## src/rtl/register_file_pkg.sv

```systemverilog
// Shared LC-3 datapath constants and the register-index type used by the
// register file, the instruction decoder and the control unit.
package register_file_pkg;

   localparam int LC3_DATA_WIDTH = 16;
   localparam int LC3_NUM_REGS   = 8;
   localparam int LC3_ADDR_WIDTH = 3;

   typedef logic [LC3_ADDR_WIDTH-1:0] reg_idx_t;

endpackage

```

## src/rtl/register_file.sv

```systemverilog
// LC-3 general-purpose register file: one synchronous write port from the bus
// and two independent combinational read ports, with no write-to-read bypass.
module register_file
   import register_file_pkg::*;
#(
   parameter int DATA_WIDTH = LC3_DATA_WIDTH,
   parameter int NUM_REGS   = LC3_NUM_REGS,
   parameter int ADDR_WIDTH = LC3_ADDR_WIDTH
) (
   input  logic                  i_CLK,
   input  logic                  i_RST_N,
   input  logic                  i_LD_REG,
   input  logic [ADDR_WIDTH-1:0] i_DR_Addr,
   input  logic [ADDR_WIDTH-1:0] i_SR1_Addr,
   input  logic [ADDR_WIDTH-1:0] i_SR2_Addr,
   input  logic [DATA_WIDTH-1:0] i_bus,
   output logic [DATA_WIDTH-1:0] o_SR1,
   output logic [DATA_WIDTH-1:0] o_SR2
);

   logic [DATA_WIDTH-1:0] memory [0:NUM_REGS-1];

   // Reset wins over a write presented in the same cycle.
   always_ff @(posedge i_CLK) begin
      if (!i_RST_N) begin
         for (int i = 0; i < NUM_REGS; i++) begin
            memory[i] <= '0;
         end
      end else if (i_LD_REG) begin
         memory[i_DR_Addr] <= i_bus;
      end
   end

   assign o_SR1 = memory[i_SR1_Addr];
   assign o_SR2 = memory[i_SR2_Addr];

endmodule

```

## config.mk

```make
export PLATFORM = sky130hd
export DESIGN_NAME = register_file
export DESIGN_NICKNAME = d
export VERILOG_FILES = /design/src/rtl/register_file_pkg.sv /design/src/rtl/register_file.sv
export SDC_FILE = /design/constraint.sdc
export NUM_CORES = 1
export LEC_CHECK = 0
export CAP_MARGIN = 40
export CORE_ASPECT_RATIO = 0.9
export CORE_UTILIZATION = 40
export CTS_BUF_LIST = sky130_fd_sc_hd__clkbuf_8
export CTS_CLUSTER_SIZE = 25
export DETAILED_ROUTE_END_ITERATION = 10
export GPL_TIMING_DRIVEN = 0
export PLACE_DENSITY = 0.71
export SYNTH_ARGS = -nofsm -noshare
export SYNTH_HDL_FRONTEND = slang
export SYNTH_SLANG_ARGS = --single-unit
```

## constraint.sdc

```tcl
create_clock -name i_CLK -period 3.81 [get_ports i_CLK]
set_input_delay 0.381 -clock i_CLK [delete_from_list [all_inputs] [get_ports i_CLK]]
set_output_delay 0.381 -clock i_CLK [all_outputs]
set_load 0.05 [all_outputs]
```

**Run 1: metal 2**

Cells faint in the background.
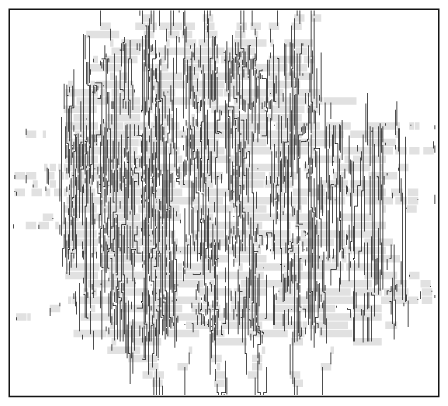
- wire length on this layer: 9,340 um
- share of all routed wire: 49%
- longest straight run: 55.2 um

**Run 1: routed metal, one color a layer**

Two of the layers only.
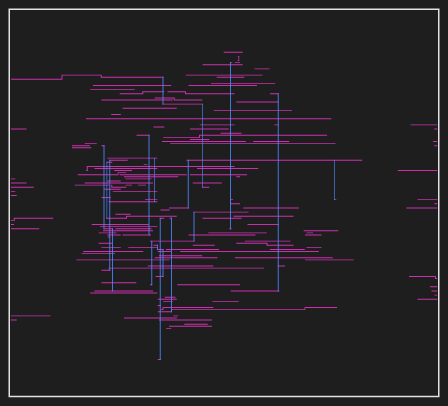
- M3: magenta (wire length 2,000 um)
- M4: blue (wire length 443 um)

==> results.tsv, run 1 <==
stage	metric	value	unit
detailed_routing	wl_per_cell	25.9	um
synth	common_cells	128 x edfxtp_1, 128 x nor3_1, 56 x mux4_1	
cells_and_area	largest_register_ff_count	128	
floorplanning	coreArea	16800	um^2
detailed_routing	dr_wl_met2	9340	um
detailed_routing	wl_met3	2000	um
detailed_routing	drt_iter0_drc	606	
cells_and_area	reg_top3	memory (128)	
synth	xor_area_share	0	%
power_and_ir_drop	power_frac_seq	47.8	%
sta	fin_worst_hold_slack	0.556	ns
synth	synth_cells	430	
cells_and_area	lay_top_cells	128 x nor3_1, 128 x edfxtp_1, 56 x mux4_1, 54 x clkdlybuf4s50_1, 32 x mux2_2	
synth	edf_count	128	
status	outcome	complete, no violations	
power_and_ir_drop	power.switching	0.00101	W
clock_tree	hold_buffers	0	
synth	fp_nets	458	
sta	finalClockPeriodUsage	90.7	%
clock_tree	cts.clk_slew.worst_paths	0.08	ns
clock_tree	clock-sinks	128	
cells_and_area	final_nets	539	
grt	top_usage_layer	met2	
worst_setup_path	critical_path_class	input pin to output pin	
hold_path	hold_class	input pin to flip-flop	
synth	avgSynthCellArea	16.0	um^2
synth	yosysTopAreaCellShare	55.9	%
synth	compound_area_share	0.582	%
sta	slew_viol_final	0	
sta	rsz0062_at_grt	false	
sta	worst_slew_margin_rel	45.9	%
power_and_ir_drop	p_clk_share	32.1	%
grt	grt_max_degree	17	
clock_tree	root_buffer	clkbuf_8	
run	tool_warnings	26	
synth	ys_sh_adder	0	%
worst_setup_path	crit_end	o_SR2[14]	
synth	simple_gate_area_share	9.83	%
floorplanning	initial_core_util	40.8	%
**Run 1: metal 4**

Scale bar: 50 um. Cells faint in the background.
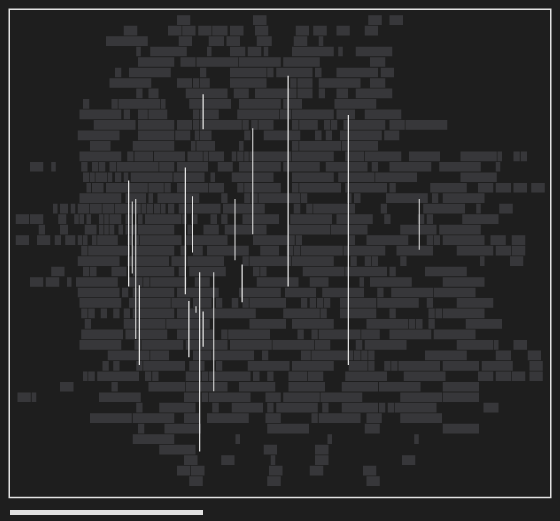
- wire length on this layer: 443 um
- main direction: vertical
- longest straight run: 64.6 um

-- run 1: layout make-up --
cell class / count / share of cell area (%)
clock inverters: 15 / 1.79
well taps: 211 / 3.22
flip-flops and latches: 128 / 46.9
clock buffers: 17 / 2.85
multi-input cells: 238 / 33.6
repair buffers: 62 / 7.88
plain buffers: 48 / 2.99
inverters: 16 / 0.733
-- run 1: metrics by stage --
step	total power (W)	TNS, ns	std cells	cell area (um^2)
after floorplan	0.00215	0	430	6880
after global placement	0.00238	-14.75	695	7680
after detailed placement	0.00241	0	703	7820
after CTS	0.00351	0	735	8200
after global routing	0.00360	0	735	8200
final	0.00351	0	735	8200
-- run 1: critical path, cell delays in order --
cell,delay [ns]
clkdlybuf4s50_1,0.61
clkbuf_1,0.66
mux4_1,0.40
mux2_2,0.31
clkdlybuf4s50_1,0.71
==> inputs of run 2 (changes only) <==
--- a/config.mk
+++ b/config.mk
@@ -6,7 +6,6 @@
 export NUM_CORES = 1
 export LEC_CHECK = 0
 export CAP_MARGIN = 40
-export CORE_ASPECT_RATIO = 0.9
 export CORE_UTILIZATION = 40
 export CTS_BUF_LIST = sky130_fd_sc_hd__clkbuf_8
 export CTS_CLUSTER_SIZE = 25
**Run 2: cell sizes after repair**

Scale bar: 50 um.
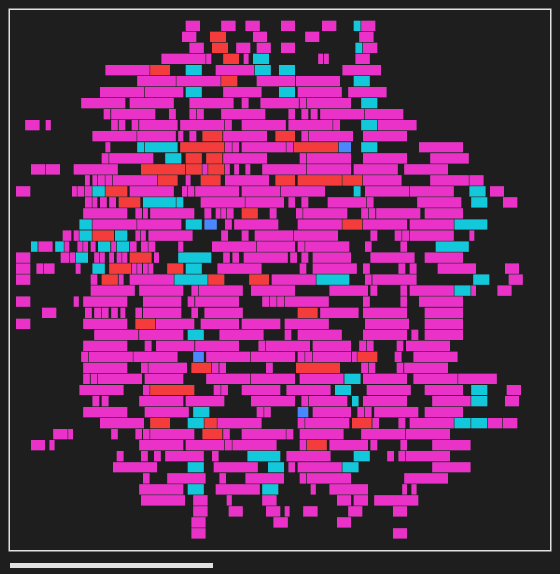
- x6 and larger: red (cells 41; share 7.8%)
- x1 and smaller: magenta (cells 424; share 81%)
- x3 and x4: blue (cells 4; share 0.76%)
- x2: cyan (cells 56; share 11%)

**Run 2: routed metal, one color a layer**

Two of the layers only.
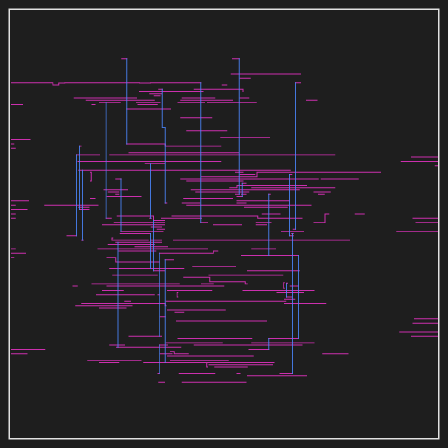
- M3: magenta (wire length 2,260 um)
- M4: blue (wire length 575 um)

**Run 2: metal 2**

Cells faint in the background.
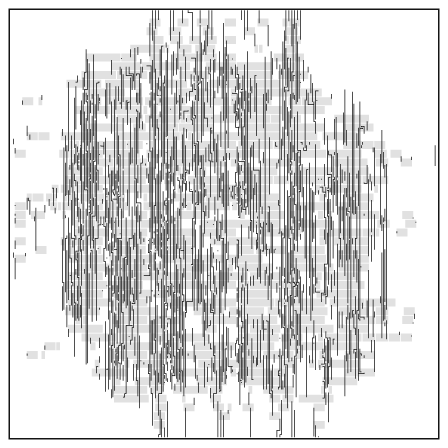
- longest straight run: 67.0 um
- share of all routed wire: 50%
- nets with wire on the layer: 498
- wire length on this layer: 9,750 um

==> run 2 against run 1 <==
Net effect:
- clock-buffer cell count unchanged
- via count grew 1.7%
- non-clock buffer count increased by 1
- largest power group unchanged
- combinational power rose by 1%
- critical path type unchanged
- highest routed layer unchanged
- flip-flop count is the same
==> results.tsv, run 2 <==
stage	metric	value	unit
worst_setup_path	max_stage_delay	0.71	ns
synth	compound_area_share	0.582	%
sta	setup_tns	0	ns
detailed_routing	wl_per_cell	26.2	um
grt	grt_max_degree	17	
worst_setup_path	cp.buffers_inverters	3	
clock_tree	clock-sinks	128	
synth	ys_sh_adder	0	%
floorplanning	tapcell.inserted	220	
synth	yosysTopAreaCellShare	55.9	%
clock_tree	cts.clk_slew.worst_paths	0.07	ns
synth	common_cells	128 x edfxtp_1, 128 x nor3_1, 56 x mux4_1	
synth	synth_cells	430	
cells_and_area	logic_gate_count	238	
worst_setup_path	critical_path.top_delay_family	buffers and inverters	
worst_setup_path	cp_common_cell	clkdlybuf4s50_1	
place	detailed_place.area	7830	um^2
hold_path	hold_class	input pin to flip-flop	
cells_and_area	clock_area_share	5.70	%
worst_setup_path	critical_path_class	input pin to output pin	
cells_and_area	reg_top3	memory (128)	
clock_tree	root_buffer	clkbuf_8	
synth	fp_nets	458	
status	outcome	complete, no violations	
cells_and_area	buf_share	10.9	%
-- run 2: power breakdown --
group	switching [W]	internal, W	total (W)
logic	0.000430	0.000285	0.000716
clock network	0.000544	0.000842	0.00139
registers	0.0000374	0.00164	0.00168
total	0.00101	0.00276	0.00378
-- run 2: metal layers --
metal | track usage (%) | vias up | share of wire (%)
met4 | 10.1 | 0 | 2.9
met3 | 6.05 | 56 | 12
met1 | 28.0 | 2360 | 36
met2 | 37.6 | 347 | 50
li1 | - | 1972 | -
met5 | 0 | - | 0
-- run 2: path summary, 6_finish.rpt --
kind / cells after the start / to / slack, ns
worst max-delay path: 5 / o_SR1[14] / 0.29
worst min-delay path: 2 / memory[2][12] / 0.54
==> inputs of run 3 (changes only) <==
--- a/config.mk
+++ b/config.mk
@@ -6,12 +6,12 @@
 export NUM_CORES = 1
 export LEC_CHECK = 0
 export CAP_MARGIN = 40
-export CORE_UTILIZATION = 40
+export CORE_UTILIZATION = 45
 export CTS_BUF_LIST = sky130_fd_sc_hd__clkbuf_8
 export CTS_CLUSTER_SIZE = 25
 export DETAILED_ROUTE_END_ITERATION = 10
 export GPL_TIMING_DRIVEN = 0
-export PLACE_DENSITY = 0.71
+export PLACE_DENSITY = 0.77
 export SYNTH_ARGS = -nofsm -noshare
 export SYNTH_HDL_FRONTEND = slang
 export SYNTH_SLANG_ARGS = --single-unit
**Run 3: routed metal, one color a layer**

Two of the layers only.
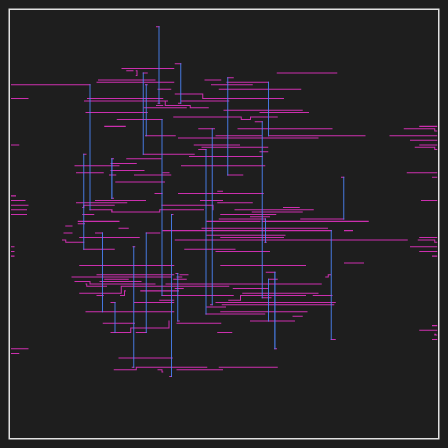
- M4: blue (wire length 640 um)
- M3: magenta (wire length 2,060 um)

**Run 3: metal 2**

Cells faint in the background.
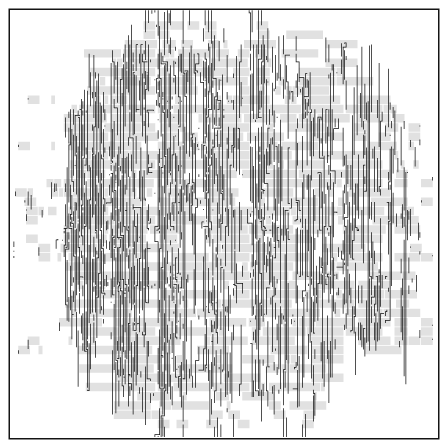
- wire length on this layer: 9,530 um
- nets with wire on the layer: 484
- longest straight run: 70.4 um
- share of all routed wire: 51%
- main direction: vertical

**Run 3: clock wiring as the flow saved it**

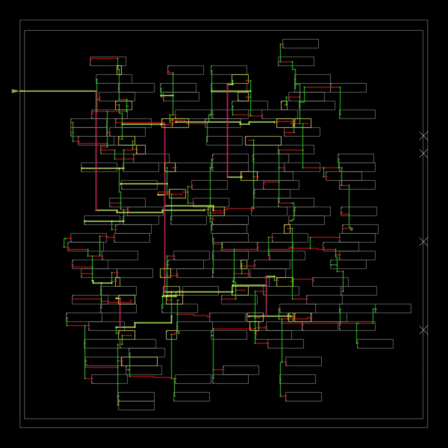
Sink Count: 128
clock buffer count: 17
CTS buffer count: 17

==> run 3 against run 2 <==
Net effect:
- the run now ends with design-rule violations left
- area after synthesis stayed put
- clock-buffer cell count is the same
- maximum frequency is 1.4% higher
- critical endpoint is now o_SR1[7]
- largest cell class unchanged
- highest routed layer unchanged
==> results.tsv, run 3 <==
stage	metric	value	unit
status	outcome	finished with violations	
status	failed_checks	design-rule violations	
cells_and_area	reg_top3	memory (128)	
power_and_ir_drop	p_seq	0.00168	W
power_and_ir_drop	power_leader	registers	
detailed_routing	drcViolationCount	4	
cells_and_area	logic_gate_count	238	
worst_setup_path	max_stage_delay	0.70	ns
cells_and_area	buf_share	11.0	%
clock_tree	hold_buffers	0	
synth	yosysTopAreaCellShare	55.9	%
power_and_ir_drop	comb_power_share	20.0	%
grt	top_usage_layer	met2	
sta	rsz0062_at_grt	false	
power_and_ir_drop	pg_comb	0.000704	W
detailed_routing	wl_per_cell	26.6	um
cells_and_area	fin_area	8170	um^2
power_and_ir_drop	pg_clk	0.00113	W
synth	synth_cells	430	
grt	met3_usage	5.56	%
floorplanning	initial_core_util	46.8	%
detailed_routing	wl_met3	2060	um
hold_path	hold_class	input pin to flip-flop	
hold_path	hold_end	memory[5][12]	
sta	slew_viol_final	0	
cells_and_area	seq_share	47.1	%
synth	edf_count	128	
cells_and_area	layoutNonFillerInstCount	708	
place	detailed_place.area	7790	um^2
worst_setup_path	critical_path_class	input pin to output pin	
synth	fp_nets	458	
floorplanning	tapcell.inserted	184	
worst_setup_path	worstPathCellList	clkdlybuf4s50_1 -> buf_1 -> mux4_1 -> mux2_2 -> clkdlybuf4s50_1	
worst_setup_path	cp_common_cell	clkdlybuf4s50_1	
grt	grt_max_degree	17	
synth	avgSynthCellArea	16.0	um^2
==> run 3: stage by stage <==
stage	hold WS, ns	utilization, %	power [W]	setup TNS [ns]
2_1_floorplan	0.715	-	0.00215	0
3_3_place_gp	1.17	52.0	0.00237	-5.06
3_5_place_dp	0.951	53.0	0.00241	0
4_1_cts	0.497	55.5	0.00350	0
5_1_grt	0.524	55.5	0.00361	0
6_report	0.510	55.5	0.00351	0
==> run 3: cells by family after synthesis <==
kind of cell	share of synthesized area [%]
compound gates	0.582
mux	29.3
flops	55.9
buf+inv	4.44
simple gates	9.83
==> run 3: critical path, delay by kind of cell <==
kind,cells,cell delay (ns)
mux,2,0.75
buf+inv,3,1.96
Power is estimated from default activity; no workload was simulated.
